<file path="src/rtl/heap_feeder.sv">
// heap_feeder: takes a frame of keyed items from an upstream stream and pushes
// them into a hardware heap. The sequence is initialise, paced inserts, flush,
// then a fixed-length drain. Heap output strobes are counted, and the module
// flags a frame that holds more items than the heap can store.
module heap_feeder #(
  parameter int unsigned DATA_WIDTH = 32,
  parameter int unsigned KEY_WIDTH  = 16,
  parameter int unsigned NLEVELS    = 2,
  parameter int unsigned ISSUE_GAP  = 1
) (
  input  logic                               clk,
  input  logic                               rstn,
  input  logic                               start,
  input  logic                               s_valid,
  output logic                               s_ready,
  input  logic [KEY_WIDTH-1:0]               s_key,
  input  logic [DATA_WIDTH-KEY_WIDTH-3:0]    s_payload,
  input  logic                               s_last,
  output logic [DATA_WIDTH-1:0]              h_din,
  output logic                               h_en,
  output logic                               h_init,
  output logic                               h_flush,
  input  logic                               h_valid,
  output logic                               busy,
  output logic                               frame_done,
  output logic [NLEVELS+7:0]                 out_count,
  output logic                               overflow
);

  localparam int unsigned HEAP_SIZE = (2 ** (NLEVELS + 1)) - 1;
  localparam int unsigned CW        = NLEVELS + 8;
  localparam int unsigned GW        = (ISSUE_GAP > 0) ? $clog2(ISSUE_GAP + 1) : 1;
  localparam int unsigned DRAIN_LEN = 2 * HEAP_SIZE + 2;
  localparam int unsigned DW        = $clog2(DRAIN_LEN);

  localparam logic [GW-1:0] GAP_LOAD    = GW'(ISSUE_GAP);
  localparam logic [DW-1:0] DRAIN_LAST  = DW'(DRAIN_LEN - 1);
  localparam logic [CW-1:0] HEAP_SIZE_C = CW'(HEAP_SIZE);

  localparam logic [2:0] S_IDLE  = 3'd0;
  localparam logic [2:0] S_INIT  = 3'd1;
  localparam logic [2:0] S_FILL  = 3'd2;
  localparam logic [2:0] S_FLUSH = 3'd3;
  localparam logic [2:0] S_DRAIN = 3'd4;

  logic [2:0]            r_state, w_state_d;
  logic [GW-1:0]         r_gap, w_gap_d;
  logic [CW-1:0]         r_in_count, w_in_d;
  logic [CW-1:0]         r_out_count, w_out_d;
  logic [DW-1:0]         r_drain, w_drain_d;
  logic [DATA_WIDTH-1:0] r_h_din, w_din_d;
  logic                  r_overflow, w_ovf_d;
  logic                  r_s_ready, w_ready_d;
  logic                  r_h_en, w_en_d;
  logic                  r_h_init, w_init_d;
  logic                  r_h_flush, w_flush_d;
  logic                  r_busy, w_busy_d;
  logic                  r_done, w_done_d;
  logic                  w_accept;
  logic                  w_counting;

  // Next-state logic for the frame sequencer, counters and registered outputs.
  always_comb begin
    w_state_d = r_state;
    w_gap_d   = r_gap;
    w_in_d    = r_in_count;
    w_out_d   = r_out_count;
    w_ovf_d   = r_overflow;
    w_drain_d = r_drain;
    w_din_d   = r_h_din;
    w_en_d    = 1'b0;
    w_init_d  = 1'b0;
    w_flush_d = 1'b0;
    w_done_d  = 1'b0;

    // s_ready is registered, so it already encodes FILL with an expired gap.
    w_accept   = (r_state == S_FILL) && r_s_ready && s_valid;
    w_counting = (r_state == S_FILL) || (r_state == S_FLUSH) || (r_state == S_DRAIN);

    if (r_gap != '0) begin
      w_gap_d = r_gap - GW'(1);
    end
    if (w_counting && h_valid && (r_out_count != '1)) begin
      w_out_d = r_out_count + CW'(1);
    end

    case (r_state)
      S_IDLE: begin
        if (start) begin
          w_state_d = S_INIT;
          w_init_d  = 1'b1;
        end
      end
      S_INIT: begin
        w_state_d = S_FILL;
        w_gap_d   = '0;
        w_in_d    = '0;
        w_out_d   = '0;
        w_ovf_d   = 1'b0;
        w_drain_d = '0;
      end
      S_FILL: begin
        if (w_accept) begin
          w_en_d  = 1'b1;
          w_din_d = {2'b00, s_payload, s_key};
          w_gap_d = GAP_LOAD;
          if (r_in_count != '1) begin
            w_in_d = r_in_count + CW'(1);
          end
          // This accept makes the count exceed what the heap can hold.
          if (r_in_count >= HEAP_SIZE_C) begin
            w_ovf_d = 1'b1;
          end
          if (s_last) begin
            w_state_d = S_FLUSH;
          end
        end
      end
      S_FLUSH: begin
        if (r_gap == '0) begin
          w_flush_d = 1'b1;
          w_state_d = S_DRAIN;
          w_drain_d = '0;
        end
      end
      S_DRAIN: begin
        if (r_drain == DRAIN_LAST) begin
          w_done_d  = 1'b1;
          w_state_d = S_IDLE;
          w_drain_d = '0;
        end else begin
          w_drain_d = r_drain + DW'(1);
        end
      end
      default: w_state_d = S_IDLE;
    endcase

    w_ready_d = (w_state_d == S_FILL) && (w_gap_d == '0);
    w_busy_d  = (w_state_d != S_IDLE);
  end

  // State and output registers; reset aborts a frame without any heap strobe.
  always_ff @(posedge clk or negedge rstn) begin
    if (!rstn) begin
      r_state     <= S_IDLE;
      r_gap       <= '0;
      r_in_count  <= '0;
      r_out_count <= '0;
      r_overflow  <= 1'b0;
      r_drain     <= '0;
      r_h_din     <= '0;
      r_s_ready   <= 1'b0;
      r_h_en      <= 1'b0;
      r_h_init    <= 1'b0;
      r_h_flush   <= 1'b0;
      r_busy      <= 1'b0;
      r_done      <= 1'b0;
    end else begin
      r_state     <= w_state_d;
      r_gap       <= w_gap_d;
      r_in_count  <= w_in_d;
      r_out_count <= w_out_d;
      r_overflow  <= w_ovf_d;
      r_drain     <= w_drain_d;
      r_h_din     <= w_din_d;
      r_s_ready   <= w_ready_d;
      r_h_en      <= w_en_d;
      r_h_init    <= w_init_d;
      r_h_flush   <= w_flush_d;
      r_busy      <= w_busy_d;
      r_done      <= w_done_d;
    end
  end

  assign s_ready    = r_s_ready;
  assign h_din      = r_h_din;
  assign h_en       = r_h_en;
  assign h_init     = r_h_init;
  assign h_flush    = r_h_flush;
  assign busy       = r_busy;
  assign frame_done = r_done;
  assign out_count  = r_out_count;
  assign overflow   = r_overflow;

endmodule

</file>
<file path="config.mk">
export PLATFORM = sky130hd
export DESIGN_NAME = heap_feeder
export DESIGN_NICKNAME = d
export VERILOG_FILES = /design/src/rtl/heap_feeder.sv
export SDC_FILE = /design/constraint.sdc
export NUM_CORES = 1
export LEC_CHECK = 0
export CAP_MARGIN = 15
export CORE_MARGIN = 3
export CORE_UTILIZATION = 60
export CTS_CLUSTER_DIAMETER = 30
export DETAILED_ROUTE_END_ITERATION = 6
export DONT_BUFFER_PORTS = 1
export PLACE_DENSITY = 0.85
export SLEW_MARGIN = 20
export SYNTH_ARGS = -nofsm -noshare
export SYNTH_HDL_FRONTEND = slang
export SYNTH_SLANG_ARGS = --single-unit
</file>
<file path="constraint.sdc">
create_clock -name clk -period 2.4 [get_ports clk]
set_input_delay 0.24 -clock clk [delete_from_list [all_inputs] [get_ports clk]]
set_output_delay 0.24 -clock clk [all_outputs]
set_load 0.01 [all_outputs]
</file>
==> run_results.csv, run 1 <==
group,metric,value,unit
status,outcome,"finished clean",
clock_tree,clock_insertion_delay_worst_skew,0.34,ns
routing,detailed_route_drc_error_count,0,
power_and_ir_drop,seq_power,1.96,mW
grt,pin_count_of_the_biggest_net_entering_global_routing,66,
synth,yosysChipArea,0.003009,mm2
die,chip_area,0.005901,mm2
grt,overflow_left_after_global_routing,0,
clock_tree,clk_path_buf_depth,2,
synth,top_logic_kind,"simple AND/OR/NAND/NOR gates",
routing,detailed_route_iter0_violations,194,
routing,wirelength_met1,2839,um
min_path,holdPathEnd,"h_din[19]",
placed_design,placement.io_buffers,0,
routing,met2WireLength,3299,um
synth,yosys.area_share.aoi,0.1081,
power_and_ir_drop,total_power,3.941,mW
routing,first_pass_iters,4,
critical_path,critPathLaunchType,"register",
job,maxCapViolations,0,
layout,signal_buffers,28,
synth,postSynth.topFlopCell,"sky130_fd_sc_hd__dfrtp_1",
min_path,worst_hold_path.num_cells,2,
layout,final_cell_count_no_fill,417,
layout,layout_top_cells_excl_fill_tap,"sky130_fd_sc_hd__nand2_1, sky130_fd_sc_hd__dfrtp_1, sky130_fd_sc_hd__dlygate4sd3_1, sky130_fd_sc_hd__nand3_1, sky130_fd_sc_hd__o21ai_1",
synth,post_synth_mux_area_share,0.01996,
power_and_ir_drop,comb_power_share,0.241,
layout,flop-count,65,
layout,area_dominant_class,"sequential cells",
die,die_width,76.82,um
grt,first_global_vias,2491,
layout,register_area,0.001627,mm2
job,stage_log_warning_count,26,
power_and_ir_drop,power.share.sequential,0.497,
critical_path,crit_reg_reg_startpoint,"r_state[1]",
placed_design,place.gp.congestion,0.8761,
timing,count_of_final_max_slew_check_failures,0,
clock_tree,worst_path_clk_slew,0.08,ns
die,num_io_pins,85,
synth,yosys.stat.seqShare,0.5405,
synth,top_area_frac,0.5405,
synth,synth_area_per_cell,9.316,um2
routing,vias_per_cell,5.815,
timing,setup_violations,0,
power_and_ir_drop,power.share.switching,0.3859,
clock_tree,cts_sinks,65,
critical_path,path_max_fanout,16,
timing,finalHoldViolations,0,
die,design.core.area,0.004786,mm2
routing,met3_length,650,um
layout,multiInputGateArea,0.001280,mm2
layout,syn_to_final_growth,17.21,%
timing,maxSlewHeadroom,0.6674,
critical_path,criticalPathCategory,"register to register",
synth,postSynth.asyncResetShare,1.000,
synth,post_synth_fa_ha_maj_area_fraction,0.01247,
power_and_ir_drop,power_density,1117,mW/mm2
layout,nNetsFinal,384,
power_and_ir_drop,intPower,2.420,mW
grt,grt_pass1_wl,11970,um
layout,n_multi_input_combinational_cell,234,
==> run 1: Yosys cell counts, drive strengths merged, types with 2 or more instances <==
library cell,number
nor3,5
and4b,2
nand4,5
or4,4
nor2,6
mux2i,6
inv,6
nor3b,4
buf,6
nand2,109
o311ai,3
a31oi,3
a22oi,2
dfrtp,65
or3b,5
a2111oi,2
clkbuf,12
nand2b,6
o41ai,2
a21oi,10
o31ai,6
and3,3
or3,4
a21o,3
nand3,12
ha,3
nor4,3
o21ai,14
and4,2
==> run 1: worst max path at each step <==
stage / start / endpoint / slack, ns
finish: r_state[1] / r_in_count[9] / 0.34
floorplan: r_in_count[0] / r_in_count[7] / 0.60
global placement: r_state[2] / out_count[5] / 0.43
CTS: r_state[1] / r_in_count[9] / 0.34
global route: r_state[1] / r_in_count[9] / 0.15
detailed placement: r_state[2] / out_count[5] / 0.37
==> run 1: critical path, cell delays in order (launching register included) <==
cell and delay [ns]:
sky130_fd_sc_hd__dfrtp_1 0.60, sky130_fd_sc_hd__nor3b_2 0.40, sky130_fd_sc_hd__a31oi_1 0.26, sky130_fd_sc_hd__buf_4 0.24, sky130_fd_sc_hd__nor4_2 0.29, sky130_fd_sc_hd__mux2i_1 0.21
==> run 1: flip-flops by register name, indices dropped and copies added, names as in the netlist, 3 cells and up <==
| signal | count |
|---|---|
| r_drain | 4 |
| out_count | 10 |
| h_din | 30 |
| r_in_count | 10 |
| r_state | 3 |
==> run 1: cell families after synthesis <==
family                     Yosys count
muxes                                6
buffers and inverters               25
DFF                                 65
AOI/OAI and AO/OA                   48
and+or+nand+nor                    175
adders and majority gates            3
other                                1
==> run 1: stage by stage <==
step                hold WS [ns]  area (um2)
floorplan               -0.05559        3013
global placement        -0.05385        3062
detailed placement      -0.05418        3062
CTS                    0.0008721        3527
global route             0.01787        3527
finish                  0.007219        3527
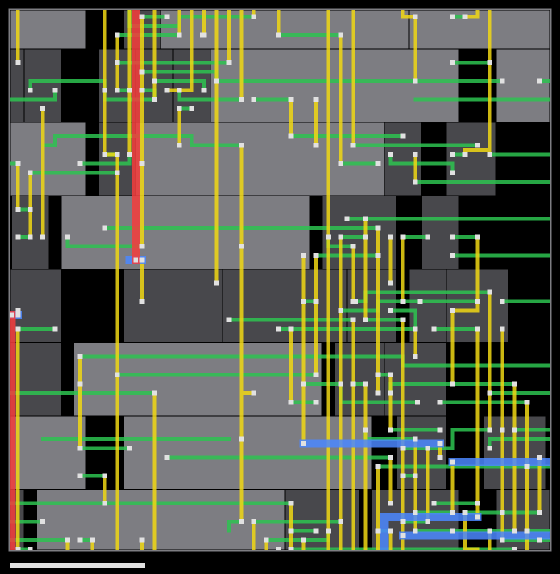
(run_1/zoom.png)
The bar under the picture is 5 um long. Region (28, 44) to (48, 64) um. Cells in grey, sequential cells in the stronger grey; small squares are vias.
layer	colour
met3	blue
met2	yellow
met1	green
met4	red
netlist names of flops here include	h_din (3), r_in_count (3)
most frequent	nand2_1 (8), dfrtp_1 (8), o21ai_1 (3)
sequential cells in the window	8
cells with their middle in the window	32

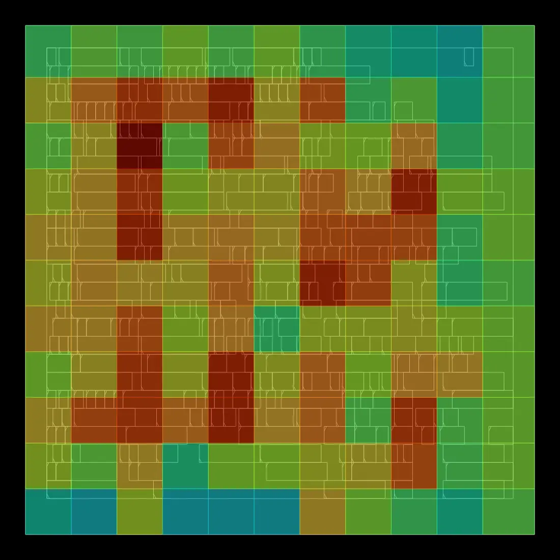
(run_1/final_congestion.png)
GR Util met1: 0.3050
global routing's busiest layer: met2
routed wirelength normalized by instance count: 16.56 um
met2 track demand over resource in global routing: 0.4190
met3 Usage GRT: 0.1045

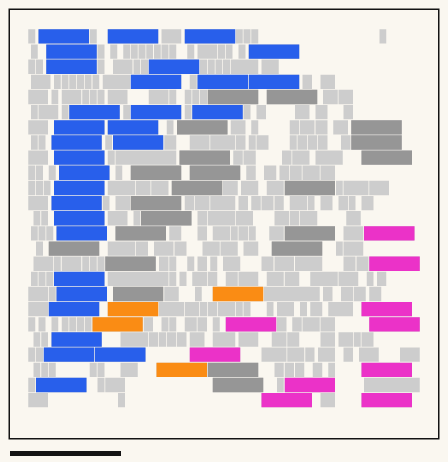
(run_1/registers.png)
The bar under the picture is 20 um long. Other sequential cells in the stronger grey, the rest of the logic in the fainter grey.
name in the netlist	colour	flops
out_count	magenta	10
h_din	blue	30
r_drain	orange	4
not coloured	21

--- run 2 (diff from run 1) ---
- CORE_UTILIZATION: 60 -> 48
- DONT_BUFFER_PORTS: 1 -> unset
- PLACE_DENSITY: 0.85 -> 0.89
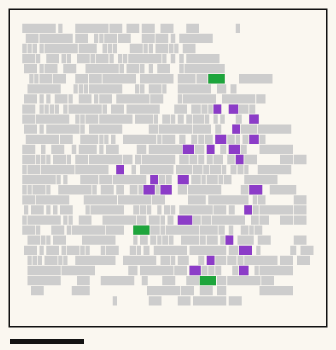
(run_2/gate_families.png)
The bar under the picture is 20 um long.
family	colour	cells
AND and OR gates	purple	23
adder and majority cells	green	3
post-route non-filler standard cell count: 487
Top cell excl fill/tap: sky130_fd_sc_hd__nand2_1
logic share of the area: 0.3062

==> run_results.csv, run 2 <==
group,metric,value,unit
status,outcome,"finished clean",
clock_tree,worst_path_clk_slew,0.07,ns
routing,detailed_route_iter0_violations,97,
die,initial_utilization,0.5023,
clock_tree,tritoncts,"yes",
job,stage_log_warning_count,26,
synth,yosys.stat.seqShare,0.5405,
routing,vias_per_cell,5.608,
routing,routed_wire_length_per_instance,14.95,um
grt,first_global_vias,2645,
routing,top_signal_layer_used,"met4",
timing,rsz0062_at_grt,"no",
grt,global_route.usage.total,0.2115,
timing,maxSlewHeadroom,0.3370,
critical_path,criticalPathCategory,"register to register",
placed_design,post-place-ws,0.3758,ns
critical_path,category_of_cells_accounting_for_the_largest_share_of_critical_path_delay,"simple AND/OR/NAND/NOR gates",
critical_path,path_max_fanout,14,
critical_path,regToRegSetupSlack,0.34,ns
grt,global_route.usage.met2,0.3312,
synth,most_used_standard_cell_by_instance_count_after_synthesis,"sky130_fd_sc_hd__nand2_1",
timing,count_of_final_max_slew_check_failures,0,
timing,hold-worst-slack,0.4208,ns
synth,postSynth.asyncResetShare,1.000,
critical_path,slowest_delay,0.57,ns
layout,largest_register_ff_count,30,
grt,overflow_left_after_global_routing,0,
grt,globalRouteMet3Util,0.08350,
clock_tree,cts-buffers-inserted,9,
die,dieHeight,85.18,um
power_and_ir_drop,power_density,1113,mW/mm2
layout,antennaDiodeCount,0,
clock_tree,clock_insertion_delay_worst_skew,0.34,ns
layout,layout_top_cells_excl_fill_tap,"sky130_fd_sc_hd__nand2_1, sky130_fd_sc_hd__clkdlybuf4s50_1, sky130_fd_sc_hd__dfrtp_1, sky130_fd_sc_hd__nand3_1, sky130_fd_sc_hd__clkbuf_8",
synth,synth_cell_types,47,
die,core.rowCount,28,
die,die_width,85.18,um
critical_path,critical_path.n_buffers_inverters,0,
layout,syn_to_final_growth,38.92,%
synth,synthTopCellsByCount,"sky130_fd_sc_hd__nand2_1, sky130_fd_sc_hd__dfrtp_1, sky130_fd_sc_hd__clkbuf_1, sky130_fd_sc_hd__nand3_1, sky130_fd_sc_hd__o21ai_1",
routing,first_pass_iters,4,
clock_tree,htree_num_levels,3,
grt,pin_count_of_the_biggest_net_entering_global_routing,39,
layout,register_area,0.001627,mm2
critical_path,path_cells,"or3b_4 -> a21o_1 -> or4_1 -> a21oi_1",
placed_design,dp.cells,470,
placed_design,placement.io_buffers,82,
placed_design,placement.cell_area,0.003908,mm2
grt,grtUsageMet1,0.2634,
routing,detailed_route_drc_error_count,0,
routing,met3_length,690,um
die,chip_area,0.007255,mm2
synth,yosysChipArea,0.003009,mm2
placed_design,place.gp.congestion,0.8810,
clock_tree,cts_root_buffer,"sky130_fd_sc_hd__clkbuf_8",
synth,postSynth.topFlopCell,"sky130_fd_sc_hd__dfrtp_1",
routing,met2WireLength,3457,um
layout,final_design_instance_area_without_fill,0.004180,mm2
synth,synth_area_per_cell,9.316,um2
timing,layout_setup_ws,0.3437,ns
layout,multiInputGateArea,0.001280,mm2
layout,post_route_cells_drive_above_1_share,0.08252,
timing,finalSetupTns,0,ns
grt,grt_pass1_wl,12220,um
synth,yosys_warnings,0,
timing,setup_violations,0,
die,design.core.area,0.005991,mm2
timing,finalHoldViolations,0,
clock_tree,clk_path_buf_depth,2,
grt,grt_antenna_before_repair,0,
critical_path,critPathLaunchType,"register",
synth,top_area_frac,0.5405,
routing,drt_wl_total,7283,um
layout,nNetsFinal,446,
clock_tree,cts_sinks,65,
routing,wirelength_met1,2990,um
grt,global_routing_s_busiest_layer,"met2",
job,maxCapViolations,0,
critical_path,slowest_cell_on_the_critical_path,"sky130_fd_sc_hd__dfrtp_1",
die,num_io_pins,85,
==> run 2: cell counts after synthesis <==
Identical to the previous run, type by type.
==> run 2: stage by stage <==
step                      total power, mW    util
after global routing                4.948  0.6978
final                               4.653  0.6978
after floorplan                     2.571       -
after CTS                           4.689  0.6978
after global placement              3.393  0.6523
after detailed placement            3.471  0.6523
==> run 2: power by group <==
part	leakage, nW	total, mW	switching (mW)	internal (mW)
Clock	0.129	1.19	0.418	0.775
Sequential	0.850	1.75	0.298	1.45
Combinational	0.926	1.71	0.846	0.867
Total	1.91	4.65	1.56	3.09
==> run 2: worst paths after layout <==
| kind | to | depth (start not counted) | from |
|---|---|---|---|
| max | out_count[5] | 4 | r_state[2] |
| min | h_din[0] | 3 | s_key[0] |
| max reg2reg | out_count[5] | 4 | r_state[2] |
| min reg2reg | h_din[2] | 2 | h_din[2] |
| max in group asynchronous | h_din[9] | 3 | rstn |
| min in group asynchronous | out_count[3] | 2 | rstn |
==> run 2: repair_timing <==
item / CTS / global route
hold buffers: 1 / 0
setup endpoints to repair: 0 / 0
endpoints found under the hold margin: 27 / 0
==> run 2: cells by family after synthesis <==
group | share of synthesized area
muxes | 0.01996
other | 0.001246
AOI/OAI and AO/OA | 0.1081
and+or+nand+nor | 0.2823
buffers and inverters | 0.03534
DFF | 0.5405
adders and majority gates | 0.01248
==> run 2: layout make-up <==
cell class / count / area share
clock inverter: 4 / 0.02335
sequential: 65 / 0.3891
tap: 75 / 0.02245
clock buffer: 12 / 0.03951
inverter: 7 / 0.006286
multi-input combinational: 234 / 0.3062
timing repair buffer: 90 / 0.2131
Power figures rest on the tool's default switching activity, not on a simulated workload.
